--- src/rtl/button_updown_counter_if.sv ---
// Board-side bundle for the push-button up/down counter: raw buttons and load in,
// registered count and status out.
interface button_updown_counter_if #(
  parameter int WIDTH = 4
);
  logic             btn_up;
  logic             btn_dn;
  logic             load;
  logic [WIDTH-1:0] load_value;
  logic [WIDTH-1:0] count;
  logic             wrapped;
  logic             at_min;
  logic             at_max;
  logic             up_held;
  logic             dn_held;

  modport master (
    output btn_up, btn_dn, load, load_value,
    input  count, wrapped, at_min, at_max, up_held, dn_held
  );

  modport slave (
    input  btn_up, btn_dn, load, load_value,
    output count, wrapped, at_min, at_max, up_held, dn_held
  );
endinterface

--- src/rtl/button_updown_counter.sv ---
// Push-button up/down counter: each active-low button is synchronised, debounced and
// auto-repeated into step strobes that drive a range-limited wrapping/saturating count.
module button_updown_channel #(
  parameter int DEBOUNCE_LIMIT = 250000,
  parameter int REPEAT_DELAY   = 12500000,
  parameter int REPEAT_RATE    = 2500000
) (
  input  logic clock,
  input  logic reset_n,
  input  logic btn_n,
  output logic held,
  output logic step
);
  localparam int DB_W   = (DEBOUNCE_LIMIT < 1) ? 1 : $clog2(DEBOUNCE_LIMIT + 1);
  localparam int TM_MAX = (REPEAT_DELAY > REPEAT_RATE) ? REPEAT_DELAY : REPEAT_RATE;
  localparam int TM_W   = (TM_MAX < 1) ? 1 : $clog2(TM_MAX + 1);

  localparam logic [DB_W-1:0] DB_LIMIT = DB_W'(DEBOUNCE_LIMIT);
  localparam logic [DB_W-1:0] DB_ONE   = DB_W'(1);
  localparam logic [TM_W-1:0] DELAY_V  = TM_W'(REPEAT_DELAY);
  localparam logic [TM_W-1:0] RATE_V   = TM_W'(REPEAT_RATE);
  localparam logic [TM_W-1:0] TM_ONE   = TM_W'(1);

  localparam logic [1:0] ST_IDLE   = 2'd0;
  localparam logic [1:0] ST_DELAY  = 2'd1;
  localparam logic [1:0] ST_REPEAT = 2'd2;

  logic [1:0]      sync_q, sync_d;
  logic            pressed_q, pressed_d;
  logic [DB_W-1:0] db_cnt_q, db_cnt_d;
  logic [1:0]      state_q, state_d;
  logic [TM_W-1:0] timer_q, timer_d, timer_inc;

  // The counter only runs while the synced level disagrees with the accepted level.
  always_comb begin
    sync_d    = {sync_q[0], btn_n};
    pressed_d = pressed_q;
    db_cnt_d  = '0;
    if ((~sync_q[1]) != pressed_q) begin
      if (db_cnt_q + DB_ONE == DB_LIMIT) begin
        pressed_d = ~sync_q[1];
      end else begin
        db_cnt_d = db_cnt_q + DB_ONE;
      end
    end
  end

  always_comb begin
    state_d   = state_q;
    timer_d   = timer_q;
    step      = 1'b0;
    timer_inc = timer_q + TM_ONE;
    case (state_q)
      ST_IDLE: begin
        if (pressed_q) begin
          step    = 1'b1;
          timer_d = '0;
          state_d = ST_DELAY;
        end
      end
      ST_DELAY: begin
        if (!pressed_q) begin
          state_d = ST_IDLE;
          timer_d = '0;
        end else if (REPEAT_DELAY != 0) begin
          if (timer_inc == DELAY_V) begin
            step    = 1'b1;
            timer_d = '0;
            state_d = ST_REPEAT;
          end else begin
            timer_d = timer_inc;
          end
        end
      end
      ST_REPEAT: begin
        if (!pressed_q) begin
          state_d = ST_IDLE;
          timer_d = '0;
        end else if (timer_inc == RATE_V) begin
          step    = 1'b1;
          timer_d = '0;
        end else begin
          timer_d = timer_inc;
        end
      end
      default: begin
        state_d = ST_IDLE;
        timer_d = '0;
      end
    endcase
  end

  always_ff @(posedge clock or negedge reset_n) begin
    if (!reset_n) begin
      sync_q    <= 2'b11;
      pressed_q <= 1'b0;
      db_cnt_q  <= '0;
      state_q   <= ST_IDLE;
      timer_q   <= '0;
    end else begin
      sync_q    <= sync_d;
      pressed_q <= pressed_d;
      db_cnt_q  <= db_cnt_d;
      state_q   <= state_d;
      timer_q   <= timer_d;
    end
  end

  assign held = pressed_q;
endmodule

module button_updown_counter #(
  parameter int WIDTH          = 4,
  parameter int CNT_MIN        = 0,
  parameter int CNT_MAX        = 2**WIDTH - 1,
  parameter int WRAP           = 1,
  parameter int DEBOUNCE_LIMIT = 250000,
  parameter int REPEAT_DELAY   = 12500000,
  parameter int REPEAT_RATE    = 2500000
) (
  input logic                       clock,
  input logic                       reset_n,
  button_updown_counter_if.slave    bus
);
  localparam logic [WIDTH-1:0] MIN_V = WIDTH'(CNT_MIN);
  localparam logic [WIDTH-1:0] MAX_V = WIDTH'(CNT_MAX);
  localparam logic [WIDTH-1:0] ONE_V = WIDTH'(1);

  logic             up_step, dn_step;
  logic             up_held, dn_held;
  logic [WIDTH-1:0] count_q, count_d;
  logic             wrapped_q, wrapped_d;
  logic             at_min_q, at_min_d;
  logic             at_max_q, at_max_d;

  button_updown_channel #(
    .DEBOUNCE_LIMIT (DEBOUNCE_LIMIT),
    .REPEAT_DELAY   (REPEAT_DELAY),
    .REPEAT_RATE    (REPEAT_RATE)
  ) u_up (
    .clock   (clock),
    .reset_n (reset_n),
    .btn_n   (bus.btn_up),
    .held    (up_held),
    .step    (up_step)
  );

  button_updown_channel #(
    .DEBOUNCE_LIMIT (DEBOUNCE_LIMIT),
    .REPEAT_DELAY   (REPEAT_DELAY),
    .REPEAT_RATE    (REPEAT_RATE)
  ) u_dn (
    .clock   (clock),
    .reset_n (reset_n),
    .btn_n   (bus.btn_dn),
    .held    (dn_held),
    .step    (dn_step)
  );

  // Load wins over strobes; opposing strobes in one cycle cancel out.
  always_comb begin
    count_d   = count_q;
    wrapped_d = 1'b0;
    if (bus.load) begin
      if (bus.load_value < MIN_V) begin
        count_d = MIN_V;
      end else if (bus.load_value > MAX_V) begin
        count_d = MAX_V;
      end else begin
        count_d = bus.load_value;
      end
    end else if (up_step && !dn_step) begin
      if (count_q == MAX_V) begin
        if (WRAP != 0) begin
          count_d   = MIN_V;
          wrapped_d = 1'b1;
        end
      end else begin
        count_d = count_q + ONE_V;
      end
    end else if (dn_step && !up_step) begin
      if (count_q == MIN_V) begin
        if (WRAP != 0) begin
          count_d   = MAX_V;
          wrapped_d = 1'b1;
        end
      end else begin
        count_d = count_q - ONE_V;
      end
    end
    at_min_d = (count_d == MIN_V);
    at_max_d = (count_d == MAX_V);
  end

  always_ff @(posedge clock or negedge reset_n) begin
    if (!reset_n) begin
      count_q   <= MIN_V;
      wrapped_q <= 1'b0;
      at_min_q  <= 1'b1;
      at_max_q  <= 1'b0;
    end else begin
      count_q   <= count_d;
      wrapped_q <= wrapped_d;
      at_min_q  <= at_min_d;
      at_max_q  <= at_max_d;
    end
  end

  assign bus.count   = count_q;
  assign bus.wrapped = wrapped_q;
  assign bus.at_min  = at_min_q;
  assign bus.at_max  = at_max_q;
  assign bus.up_held = up_held;
  assign bus.dn_held = dn_held;
endmodule

--- src/flat_wrapper.sv ---
// flat-port wrapper written by rule: the top's interface ports become plain ports
module button_updown_counter_flat 
#(
  parameter int WIDTH          = 4,
  parameter int CNT_MIN        = 0,
  parameter int CNT_MAX        = 2**WIDTH - 1,
  parameter int WRAP           = 1,
  parameter int DEBOUNCE_LIMIT = 250000,
  parameter int REPEAT_DELAY   = 12500000,
  parameter int REPEAT_RATE    = 2500000
)
  (clock, reset_n, bus_btn_up, bus_btn_dn, bus_load, bus_load_value, bus_count, bus_wrapped, bus_at_min, bus_at_max, bus_up_held, bus_dn_held);
  button_updown_counter_if #(.WIDTH(WIDTH)) bus_i ();
  input logic clock;
  input logic reset_n;
  input wire logic [$bits(bus_i.btn_up)-1:0] bus_btn_up;
  input wire logic [$bits(bus_i.btn_dn)-1:0] bus_btn_dn;
  input wire logic [$bits(bus_i.load)-1:0] bus_load;
  input wire logic [$bits(bus_i.load_value)-1:0] bus_load_value;
  output wire logic [$bits(bus_i.count)-1:0] bus_count;
  output wire logic [$bits(bus_i.wrapped)-1:0] bus_wrapped;
  output wire logic [$bits(bus_i.at_min)-1:0] bus_at_min;
  output wire logic [$bits(bus_i.at_max)-1:0] bus_at_max;
  output wire logic [$bits(bus_i.up_held)-1:0] bus_up_held;
  output wire logic [$bits(bus_i.dn_held)-1:0] bus_dn_held;
  assign bus_i.btn_up = bus_btn_up;
  assign bus_i.btn_dn = bus_btn_dn;
  assign bus_i.load = bus_load;
  assign bus_i.load_value = bus_load_value;
  assign bus_count = bus_i.count;
  assign bus_wrapped = bus_i.wrapped;
  assign bus_at_min = bus_i.at_min;
  assign bus_at_max = bus_i.at_max;
  assign bus_up_held = bus_i.up_held;
  assign bus_dn_held = bus_i.dn_held;
  button_updown_counter #(.WIDTH(WIDTH), .CNT_MIN(CNT_MIN), .CNT_MAX(CNT_MAX), .WRAP(WRAP), .DEBOUNCE_LIMIT(DEBOUNCE_LIMIT), .REPEAT_DELAY(REPEAT_DELAY), .REPEAT_RATE(REPEAT_RATE)) u_core (.clock(clock), .reset_n(reset_n), .bus(bus_i));
endmodule
--- config.mk ---
export PLATFORM = sky130hd
export DESIGN_NAME = button_updown_counter_flat
export DESIGN_NICKNAME = d
export VERILOG_FILES = /design/src/rtl/button_updown_counter_if.sv /design/src/rtl/button_updown_counter.sv /design/src/flat_wrapper.sv
export SDC_FILE = /design/constraint.sdc
export NUM_CORES = 1
export LEC_CHECK = 0
export CAP_MARGIN = 20
export CORE_MARGIN = 2
export CORE_UTILIZATION = 33
export CTS_CLUSTER_DIAMETER = 40
export CTS_CLUSTER_SIZE = 24
export DETAILED_ROUTE_END_ITERATION = 6
export GPL_TIMING_DRIVEN = 0
export PLACE_DENSITY_LB_ADDON = 0.12
export SLEW_MARGIN = 20
export SYNTH_ARGS = -nofsm -noshare
export SYNTH_HDL_FRONTEND = slang
export SYNTH_HIERARCHICAL = 1
export SYNTH_SLANG_ARGS = --single-unit
--- constraint.sdc ---
create_clock -name clock -period 6.2 [get_ports clock]
set_input_delay 0.62 -clock clock [delete_from_list [all_inputs] [get_ports clock]]
set_output_delay 0.62 -clock clock [all_outputs]
set_load 0.05 [all_outputs]
==> images/met1.png <==
Bar = 50 microns.
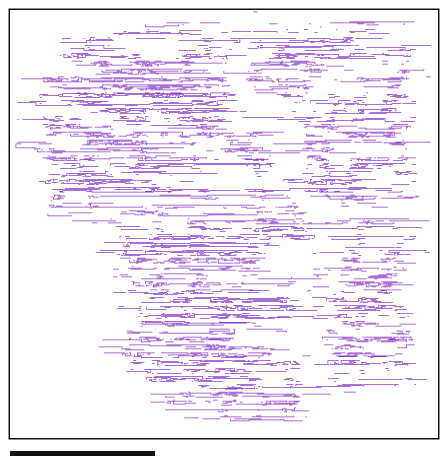
nets with wire on the layer: 821
share of all routed wire: 52%
wire length on this layer: 8,860 microns
main direction: horizontal

==> images/final_congestion.png <==
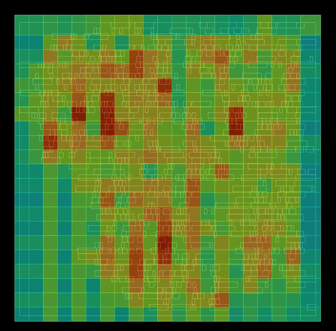
met3 usage: 0.0250
total track usage: 0.165
GR Util met2: 0.258
Top Usage Layer GRT: met2

==> Slide: Implementation Results <==
Flow Results at a Glance

Worst setup path
  • Reg2Reg Capture Point: u_core/bus.at_max
  • Crit path from: u_core/u_dn/timer_q[0]
  • Critical path type: reg2reg
  • Critical path data required time: 6490 ps
  • R2R Setup Slk: 1530 ps
  • Endpoint class of the critical path: flip-flop
  • Largest delay share family, worst path: AND-OR/OR-AND gates
  • Crit-path slowest cell: or4_4
  • Worst-path maximum fanout: 10
  • Worst r2r src: u_core/u_dn/timer_q[0]
  • Max incr delay on CP: 550 ps
  • Buf+Inv Stages, Crit Path: 1
  • Critical Path Stages: 15
  • Worst r2r path cells: 15

Final timing
  • Final Hold Viols: 0
  • Pins Over Slew Limit: 0
  • Fin crit share: 0.753
  • Fmax: 214 MHz
  • Worst Skew: 12.7 ps
  • Rel. slew slack: 0.585
  • Worst slew pin tran: 620 ps
  • RSZ-0062 raised after global routing: false
  • Tmin final: 4670 ps
  • TNS Setup: 0 ps
  • Setup-failing EPs final: 0

Run status
  • Outcome: finished clean

Pwr
  • Lkg Pwr: 3.12 nW
  • Pwr dens: 170 mW/mm^2
  • Sequential power share: 0.520
  • Clock network fraction of design power: 0.432
  • Max IR drop VDD: 97.6 uV
  • Switching Fraction: 0.254
  • Cell Int Power: 0.969 mW
  • Gate power share: 0.048

Yosys
  • Top-count cell post-synth: nand2_1
  • Synth flops: 101
  • YS warnings: 6
  • Ys cells: 831
  • Leading area contributor after synthesis: dfrtp_1
  • Largest cells by area after synthesis: dfrtp_1, nand2_1, nor2_1
  • Cell count after synthesis: 831
  • Ys async rst share: 1.00
  • Post-synthesis average cell area: 8.20 sq um
  • Top_reg_cell synth: dfrtp_1
  • Yosys chip area: 0.00682 sq mm
  • Post-synth EDFFs: 0
  • Syn_nets: 854
  • Cell area after synthesis: 0.00682 sq mm
  • Synth Seq Share: 0.372
  • Unique cell types: 68

Routing
  • DR pass1 iterations: 5
  • Post-DRT Antenna Nets: 0
  • Avg WL per Cell: 15.1 microns
  • DRC Markers: 0
  • Vias per cell: 5.25
  • Post-Route WL: 17,200 microns

Global route
  • Grt total ovfl: 0
  • First-pass GRT wire length: 29,600 microns
  • Largest net degree at the start of global routing: 73
  • Initial antenna violation count: 0
  • GR Layer Usage met1: 0.238
  • Vias in the first global route: 5,748

Cells and area
  • Top class by area: combinational gates
  • Fraction of layout cells with a size suffix above 1: 0.0648
  • Fraction of area in registers: 0.332
  • Most numerous logic cell after layout: nand2_1
  • Logic Gate Count: 659
  • Non-CTS inverters: 21
  • Fin cells: 1,134
  • Area of the multi-input gates: 0.00397 sq mm
  • Area delta synth->final: 11.9%
  • Nets: 882
  • Register area: 0.00253 sq mm
  • Logic share of the area: 0.521
  • Number of non-clock buffers in the layout: 67
  • Clock-cell share: 0.0371
  • Clkbuf count: 10
  • Most frequent cells in the layout: nand2_1, nor2_1, dfrtp_1
  • Util after Layout: 0.377
  • N_diodes: 0
  • Fill cells: 2,098

Floorplan
  • Die area: 0.0218 sq mm
  • Num ports: 18
  • Fp_density: 0.337
  • DIE HEIGHT: 148 microns
  • Core Area: 0.0202 sq mm
  • Tapcell count: 270
  • Die width: 148 microns

Clock network
  • H-tree depth: 3
  • Clock tree root driver cell: clkbuf_16
  • Clock slew at reported path FFs: 80 ps
  • CTS buffer count: 9
  • CTS tree: yes
  • Post-cts gate resize count: 0
  • Postcts setup bufs: 0
  • Clock sink count: 101
  • Hold Buf Count CTS: 0
  • CTS Buffer Depth: 2

Placed design
  • PortBufs: 16
  • GPL Wtd Cong: 0.838
  • Hpwl dp: 12,000 microns

Job
  • Tool warnings: 33
  • Max-Cap Viols: 0

Min path
  • Worst Hold Class: in2async
## cell families after synthesis
family                   Yosys count  synth area share
AND-OR/OR-AND                    155             0.172
multiplexers                       2           0.00294
adder cells (fa/ha/maj)           14            0.0257
flip-flops                       101             0.372
buffers and inverters             71            0.0457
XOR/XNOR                          49            0.0629
AND/OR/NAND/NOR                  439             0.319
## metal layers
layer	routed length (microns)	part of all wire	vias up
met5	0	0	-
met4	213	0.012	0
met3	418	0.024	15
met2	7680	0.45	64
met1	8860	0.52	2834
li1	-	-	3035
## registers in the layout (all words and copies together), names as in the netlist
signal                cells
u_core/u_up/db_cnt_q     18
u_core/u_up/state_q       2
u_core/bus.wrapped        1
u_core/u_dn/held          1
u_core/u_up/held          1
u_core/u_dn/timer_q      24
u_core/u_up/timer_q      24
u_core/u_up/sync_q        2
u_core/u_dn/state_q       2
u_core/u_dn/sync_q        2
u_core/bus.count          4
u_core/bus.at_min         1
u_core/bus.at_max         1
u_core/u_dn/db_cnt_q     18
## metrics by stage
stage	hold slack [ps]	cell area (sq um)	setup slack, ps	power, mW
6_report	132	7630	1530	1.30
2_1_floorplan	324	6820	2350	0.719
3_5_place_dp	349	7340	1520	0.753
3_3_place_gp	346	7320	242	0.752
5_1_grt	150	7630	1030	1.36
4_1_cts	141	7630	1490	1.33
## power groups by stage
stage	sequential [mW]	clock (mW)	combinational [mW]
floorplan	0.697	0	0.0212
global placement	0.689	0	0.0628
detailed placement	0.688	0	0.0648
CTS	0.676	0.589	0.0649
global route	0.677	0.615	0.0717
finish	0.676	0.561	0.0626
## worst register-to-register path: cells and delay by family (launching register included)
family / cells / cell delay [ps]
buffers and inverters: 1 / 220
and+or+nand+nor: 5 / 1550
AOI/OAI and AO/OA: 8 / 2080
DFF: 1 / 470
adders and majority gates: 1 / 300
Power and IR drop assume default switching activity.
